===== src/rtl/key_report_pkg.sv =====
// rtl/key_report_pkg.sv - shared constants, FSM encoding and sizing helper for key_report_tx
// Contents: HEADER_DEFAULT, MODE_SNAPSHOT/MODE_EVENT, state_t, nbytes()
package key_report_pkg;

  localparam logic [7:0] HEADER_DEFAULT = 8'hA5;
  localparam int         MODE_SNAPSHOT  = 0;
  localparam int         MODE_EVENT     = 1;

  typedef enum logic [1:0] {
    ST_IDLE = 2'd0,
    ST_LOAD = 2'd1,
    ST_SEND = 2'd2,
    ST_WAIT = 2'd3
  } state_t;

  // Number of bytes needed to carry n key bits.
  function automatic int nbytes(input int n);
    return (n + 7) / 8;
  endfunction

endpackage


===== src/rtl/key_report_tx_if.sv =====
// rtl/key_report_tx_if.sv - uart byte handshake between key_report_tx and the uart transmitter
// Signals: uart_send (start pulse), send_data (byte), uart_send_done (byte finished pulse)
// Modports: master = reporter side, slave = uart side
interface key_report_tx_if;

  logic       uart_send;
  logic [7:0] send_data;
  logic       uart_send_done;

  modport master (
    output uart_send,
    output send_data,
    input  uart_send_done
  );

  modport slave (
    input  uart_send,
    input  send_data,
    output uart_send_done
  );

endinterface


===== src/rtl/key_debounce.sv =====
// rtl/key_debounce.sv - single-key debouncer: candidate bit plus saturating match counter
// Ports: clk, rst (sync, active high), i_valid (sample strobe), i_sample (raw key), o_stable (debounced key)
module key_debounce #(
  parameter int DEBOUNCE = 3
) (
  input  logic clk,
  input  logic rst,
  input  logic i_valid,
  input  logic i_sample,
  output logic o_stable
);

  localparam logic [3:0] DEB = 4'(DEBOUNCE);

  logic       r_cand;
  logic [3:0] r_cnt;
  logic       r_stable;
  logic       w_cand_next;
  logic [3:0] w_cnt_next;

  always_comb begin
    w_cand_next = r_cand;
    w_cnt_next  = r_cnt;
    if (i_sample == r_cand) begin
      if (r_cnt != DEB) begin
        w_cnt_next = r_cnt + 4'd1;
      end
    end else begin
      w_cand_next = i_sample;
      w_cnt_next  = 4'd1;
    end
  end

  // The stable bit follows the candidate on the same strobe the count hits DEBOUNCE.
  always_ff @(posedge clk) begin
    if (rst) begin
      r_cand   <= 1'b0;
      r_cnt    <= 4'd0;
      r_stable <= 1'b0;
    end else if (i_valid) begin
      r_cand <= w_cand_next;
      r_cnt  <= w_cnt_next;
      if (w_cnt_next == DEB) begin
        r_stable <= w_cand_next;
      end
    end
  end

  assign o_stable = r_stable;

endmodule


===== src/rtl/key_report_tx.sv =====
// rtl/key_report_tx.sv - debounces a key vector and reports changes over the uart byte handshake
// Ports: clk, rst (sync, active high), i_key_down/i_key_valid (raw keys + strobe),
//        i_force_snapshot (frame request), uart (master handshake), o_keys_stable (debounced keys),
//        o_busy (FSM not idle), o_drop_cnt (saturating count of force requests lost while busy)
module key_report_tx
  import key_report_pkg::*;
#(
  parameter int         NUM_KEYS = 40,
  parameter int         DEBOUNCE = 3,
  parameter int         MODE     = MODE_SNAPSHOT,
  parameter logic [7:0] HEADER   = HEADER_DEFAULT
) (
  input  logic                clk,
  input  logic                rst,
  input  logic [NUM_KEYS-1:0] i_key_down,
  input  logic                i_key_valid,
  input  logic                i_force_snapshot,
  key_report_tx_if.master     uart,
  output logic [NUM_KEYS-1:0] o_keys_stable,
  output logic                o_busy,
  output logic [7:0]          o_drop_cnt
);

  localparam int             NB       = nbytes(NUM_KEYS);
  localparam int             IDX_W    = 5;
  localparam logic [IDX_W-1:0] LAST_IDX = IDX_W'(NB + 1);

  state_t              r_state;
  state_t              w_state_next;
  logic [NUM_KEYS-1:0] w_stable;
  logic [NUM_KEYS-1:0] r_reported;
  logic [NUM_KEYS-1:0] w_pending;
  logic [NUM_KEYS-1:0] w_low_oh;
  logic [6:0]          w_low_k;
  logic                w_low_val;
  logic [NB*8-1:0]     r_snap;
  logic [NB*8-1:0]     w_stable_pad;
  logic [IDX_W-1:0]    r_idx;
  logic [7:0]          r_data;
  logic [7:0]          r_drop;
  logic [7:0]          w_csum;
  logic [7:0]          w_next_byte;
  logic                r_force;
  logic                w_frame_done;
  logic                w_force_ok;

  for (genvar k = 0; k < NUM_KEYS; k++) begin : g_deb
    key_debounce #(.DEBOUNCE(DEBOUNCE)) u_deb (
      .clk      (clk),
      .rst      (rst),
      .i_valid  (i_key_valid),
      .i_sample (i_key_down[k]),
      .o_stable (w_stable[k])
    );
  end

  assign w_pending  = w_stable ^ r_reported;
  assign w_force_ok = (MODE == MODE_SNAPSHOT) && i_force_snapshot;

  // Lowest pending key: isolate the lowest set bit, then encode its index.
  assign w_low_oh  = w_pending & (~w_pending + 1'b1);
  assign w_low_val = |(w_stable & w_low_oh);

  always_comb begin
    w_low_k = 7'd0;
    for (int i = 0; i < NUM_KEYS; i++) begin
      if (w_low_oh[i]) begin
        w_low_k = 7'(i);
      end
    end
  end

  always_comb begin
    w_stable_pad                 = '0;
    w_stable_pad[NUM_KEYS-1:0]   = w_stable;
  end

  always_comb begin
    w_csum = 8'd0;
    for (int i = 0; i < NB; i++) begin
      w_csum = w_csum ^ r_snap[8*i +: 8];
    end
  end

  // Byte for index r_idx+1: data byte r_idx while data remains, else the checksum.
  always_comb begin
    w_next_byte = w_csum;
    for (int i = 0; i < NB; i++) begin
      if (r_idx == IDX_W'(i)) begin
        w_next_byte = r_snap[8*i +: 8];
      end
    end
  end

  assign w_frame_done = (MODE == MODE_EVENT) || (r_idx == LAST_IDX);

  always_ff @(posedge clk) begin
    if (rst) begin
      r_state <= ST_IDLE;
    end else begin
      r_state <= w_state_next;
    end
  end

  always_comb begin
    w_state_next = r_state;
    case (r_state)
      ST_IDLE: begin
        if ((w_pending != '0) || ((MODE == MODE_SNAPSHOT) && r_force)) begin
          w_state_next = ST_LOAD;
        end
      end
      ST_LOAD: w_state_next = ST_SEND;
      ST_SEND: w_state_next = ST_WAIT;
      ST_WAIT: begin
        if (uart.uart_send_done) begin
          w_state_next = w_frame_done ? ST_IDLE : ST_SEND;
        end
      end
      default: w_state_next = ST_IDLE;
    endcase
  end

  always_ff @(posedge clk) begin
    if (rst) begin
      r_reported <= '0;
      r_snap     <= '0;
      r_idx      <= '0;
      r_data     <= 8'd0;
      r_drop     <= 8'd0;
      r_force    <= 1'b0;
    end else begin
      case (r_state)
        ST_IDLE: begin
          if (w_force_ok) begin
            r_force <= 1'b1;
          end
        end
        ST_LOAD: begin
          // A force arriving during LOAD is served by the frame being loaded.
          r_force <= 1'b0;
          r_idx   <= '0;
          if (MODE == MODE_SNAPSHOT) begin
            r_snap     <= w_stable_pad;
            r_reported <= w_stable;
            r_data     <= HEADER;
          end else begin
            r_reported <= r_reported ^ w_low_oh;
            r_data     <= {w_low_val, w_low_k};
          end
        end
        default: begin
          if (w_force_ok && (r_drop != 8'hFF)) begin
            r_drop <= r_drop + 8'd1;
          end
          if ((r_state == ST_WAIT) && uart.uart_send_done && !w_frame_done) begin
            r_idx  <= r_idx + 1'b1;
            r_data <= w_next_byte;
          end
        end
      endcase
    end
  end

  assign uart.uart_send = (r_state == ST_SEND);
  assign uart.send_data = r_data;
  assign o_keys_stable  = w_stable;
  assign o_busy         = (r_state != ST_IDLE);
  assign o_drop_cnt     = r_drop;

endmodule


===== src/flat_wrapper.sv =====
// flat-port wrapper written by rule: the top's interface ports become plain ports
module key_report_tx_flat import key_report_pkg::*;
#(
  parameter int         NUM_KEYS = 40,
  parameter int         DEBOUNCE = 3,
  parameter int         MODE     = MODE_SNAPSHOT,
  parameter logic [7:0] HEADER   = HEADER_DEFAULT
)
  (clk, rst, i_key_down, i_key_valid, i_force_snapshot, o_keys_stable, o_busy, o_drop_cnt, uart_uart_send, uart_send_data, uart_uart_send_done);
  key_report_tx_if uart_i ();
  input  logic clk;
  input  logic rst;
  input  logic [NUM_KEYS-1:0] i_key_down;
  input  logic i_key_valid;
  input  logic i_force_snapshot;
  output logic [NUM_KEYS-1:0] o_keys_stable;
  output logic o_busy;
  output logic [7:0] o_drop_cnt;
  output wire logic [$bits(uart_i.uart_send)-1:0] uart_uart_send;
  output wire logic [$bits(uart_i.send_data)-1:0] uart_send_data;
  input wire logic [$bits(uart_i.uart_send_done)-1:0] uart_uart_send_done;
  assign uart_uart_send = uart_i.uart_send;
  assign uart_send_data = uart_i.send_data;
  assign uart_i.uart_send_done = uart_uart_send_done;
  key_report_tx #(.NUM_KEYS(NUM_KEYS), .DEBOUNCE(DEBOUNCE), .MODE(MODE), .HEADER(HEADER)) u_core (.clk(clk), .rst(rst), .i_key_down(i_key_down), .i_key_valid(i_key_valid), .i_force_snapshot(i_force_snapshot), .uart(uart_i), .o_keys_stable(o_keys_stable), .o_busy(o_busy), .o_drop_cnt(o_drop_cnt));
endmodule

===== config.mk =====
export PLATFORM = sky130hd
export DESIGN_NAME = key_report_tx_flat
export DESIGN_NICKNAME = d
export VERILOG_FILES = /design/src/rtl/key_report_pkg.sv /design/src/rtl/key_report_tx_if.sv /design/src/rtl/key_debounce.sv /design/src/rtl/key_report_tx.sv /design/src/flat_wrapper.sv
export SDC_FILE = /design/constraint.sdc
export NUM_CORES = 1
export LEC_CHECK = 0
export CORE_MARGIN = 2
export CORE_UTILIZATION = 40
export CTS_BUF_LIST = sky130_fd_sc_hd__clkbuf_16
export DETAILED_ROUTE_END_ITERATION = 16
export PLACE_DENSITY = 0.66
export SLEW_MARGIN = 5
export SYNTH_ARGS = -nofsm -noshare
export SYNTH_HDL_FRONTEND = slang
export SYNTH_SLANG_ARGS = --single-unit

===== constraint.sdc =====
create_clock -name clk -period 2.2 [get_ports clk]
set_input_delay 0.33 -clock clk [delete_from_list [all_inputs] [get_ports clk]]
set_output_delay 0.33 -clock clk [all_outputs]
set_load 0.1 [all_outputs]

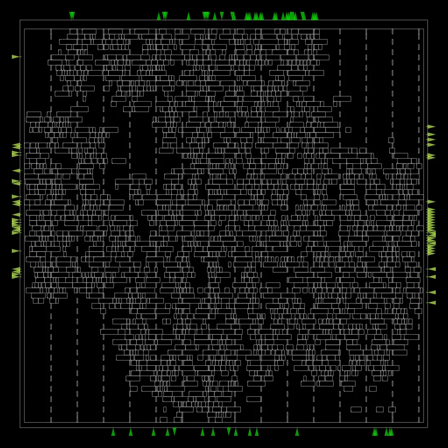
(cell placement)
Site Rows: 76
fin cells: 2922

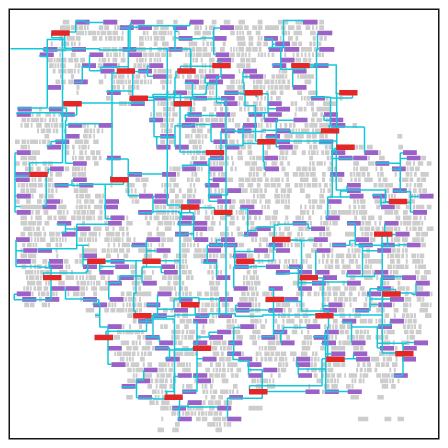
(routed clock nets over the placement)
legend:
  cyan:
    item: clock wires
    length: 4530 um
  red:
    item: clock-net drivers
    count: 37
  purple:
    item: flip-flops
    count: 304
routed clock nets: 38
Clock Power Share: 39.5%
P_clk: 5620 uW
clk ins delay skew pair: 0.55 ns
final setup skew: 0.0280 ns

==> flow_metrics.env <==
# yosys + openroad results
export IMPL_status="finished clean"
export IMPL_fin_crit_ns=2.05
export IMPL_busiest_layer="met2"
export IMPL_cts_root_buf="clkbuf_16"
export IMPL_fmax_mhz=488
export IMPL_viasPerCell=5.41
export IMPL_cts_sinks=304
export IMPL_logic_area_um2=10600
export IMPL_die_x_um=214
export IMPL_initial_core_util_pct=40.7
export IMPL_hold_path_class="in2reg"
export IMPL_lay_top_cells="dfxtp_1, nor2_1, nand2_1, buf_4, a21oi_1"
export IMPL_yosys_stat_area_um2=17700
export IMPL_vias=15800
export IMPL_setup_violations_final=0
export IMPL_syn_area_per_cell_um2=8.04
export IMPL_drv_cap=0
export IMPL_finalCritPeriodShare_pct=93.2
export IMPL_cts_buffers=37
export IMPL_ys_cells=2198
export IMPL_async_flop_share_pct=0
export IMPL_cts_max_path_buffers=3
export IMPL_wl_per_cell_um=15.1
export IMPL_ys_warn_count=0
export IMPL_path_clk_slew_ns=0.06
export IMPL_nets=2483
export IMPL_first_pass_iters=5
export IMPL_grt_pass1_wl_um=72200
export IMPL_critPathKind="reg2reg"
export IMPL_flop_cell="dfxtp_1"
export IMPL_grt_usage_pct=18.7
export IMPL_path_max_fanout=6
export IMPL_power_density_nw_per_um2=686
export IMPL_ir_drop_mv=0.674
export IMPL_core_area_um2=43400
export IMPL_lay_top_count="dfxtp_1"
export IMPL_post_cts_setup_buffers=0
export IMPL_fillCellCount=4144
export IMPL_syn_inst=2198
export IMPL_routed_wl_um=44200
export IMPL_chip_area_um2=45900
export IMPL_final_hold_violation_count=0
export IMPL_setup_ws_ns=0.149
export IMPL_synthToLayoutAreaGrowth_pct=17.5
export IMPL_grt_overflow_total=0
export IMPL_routabilityCongestion=0.913
export IMPL_ys_ff=304
export IMPL_fp_nets=2368
export IMPL_dieHeight_um=214
export IMPL_slowest_stage="nor3b_1"
export IMPL_antenna_found_initial=2
export IMPL_tightest_slew_ns=0.690
export IMPL_final_antenna_net_count=0
export IMPL_cp_required_ns=2.63
export IMPL_critPathArrivalTime_ns=2.49
export IMPL_drive_above_1_share_pct=11.0
export IMPL_max_stage_delay_ns=0.45
export IMPL_met2_usage_pct=30.1
what timing repair did:
| action | CTS | global route |
|---|---|---|
| gates resized | 1 | 23 |
| setup endpoints to repair | 1 | 22 |
| hold buffers | 0 | 0 |
logic make-up after synthesis:
group           count (synthesis)  synth area share, %
simple gates                  887                 24.1
compound gates                462                 17.0
flops                         304                 34.5
buf+inv                       237                 6.00
xor+xnor                      132                 6.54
fa+ha+maj                     125                 8.85
mux                            51                 3.02
cells in the mapped netlist (all sizes together) (5+ instances only):
library cell	n	area share [%]
a2111o	5	0.32
a2111oi	15	0.78
a211oi	64	2.7
a21oi	145	4.1
a22oi	47	2.0
a311oi	13	0.64
a31oi	33	1.2
a32oi	25	1.2
and2	10	0.35
and3	7	0.25
and3b	13	0.64
buf	57	2.2
clkbuf	70	1.5
dfxtp	304	34
ha	125	8.9
inv	110	2.3
mux2	19	1.2
mux2i	32	1.8
nand2	259	5.5
nand2b	21	0.74
nand3	78	2.2
nand4	10	0.35
nand4b	15	0.74
nor2	280	5.9
nor2b	35	1.2
nor3	34	0.96
nor3b	80	3.4
nor4	20	0.71
o21ai	73	2.1
o22ai	7	0.25
o31ai	16	0.71
or3	8	0.28
or4	12	0.51
xnor2	76	3.8
xor2	56	2.8
critical path: cells and delay by family (launching register included):
family / cells / cell delay, ns
AND/OR/NAND/NOR: 2 / 0.76
flip-flops: 1 / 0.42
multiplexers: 1 / 0.38
adder cells (fa/ha/maj): 1 / 0.23
AND-OR/OR-AND: 1 / 0.16
path summary, 6_finish.rpt:
path	startpoint	endpoint	cells past startpoint
max reg2reg	u_core.g_deb[13].u_deb.r_cnt[0]	u_core.g_deb[13].u_deb.o_stable	5
max	u_core.g_deb[13].u_deb.r_cnt[0]	u_core.g_deb[13].u_deb.o_stable	5
min reg2reg	u_core.g_deb[36].u_deb.r_cnt[1]	u_core.g_deb[36].u_deb.r_cnt[1]	2
min	rst	u_core.r_reported[15]	2
stage by stage:
step	hold slack, ns	power [uW]	utilization (%)	cells	setup TNS [ns]
final	0.156	14200	47.9	2922	0
after global routing	0.136	14900	47.9	2921	-0.0746
after CTS	0.116	14400	47.7	2921	0
after detailed placement	0.482	8710	45.1	2859	-0.690
after global placement	0.476	8630	45.1	2859	-0.176
after floorplan	0.463	7860	-	2198	0
sequential cells by signal, summed over array words and instances (netlist names):
register	count
u_core.g_deb.u_deb.r_cnt	160
u_core.r_state	2
u_core.r_idx	5
u_core.r_force	1
u_core.uart.send_data	8
u_core.g_deb.u_deb.o_stable	40
u_core.g_deb.u_deb.r_cand	40
u_core.r_reported	40
u_core.o_drop_cnt	8
layer usage:
metal,share of wire (%),up-vias
met3,6.4,87
met2,45,339
met1,45,7409
met4,3.3,2
met5,0.025,-
li1,-,7976
power by group:
part / total (uW) / switching, uW / internal, uW
Sequential: 6000 / 268 / 5740
Clock: 5620 / 2400 / 3220
Combinational: 2610 / 1620 / 989
area by class of cell:
cell class                 count  share of cell area (%)
multi-input combinational   1657                    51.2
sequential                   304                    29.4
timing repair buffer         203                    8.70
clock buffer                  38                    4.58
tap                          585                    3.53
inverter                     110                    1.99
clock inverter                24                   0.675
antenna                        1                  0.0121
Power and IR drop assume default switching activity.
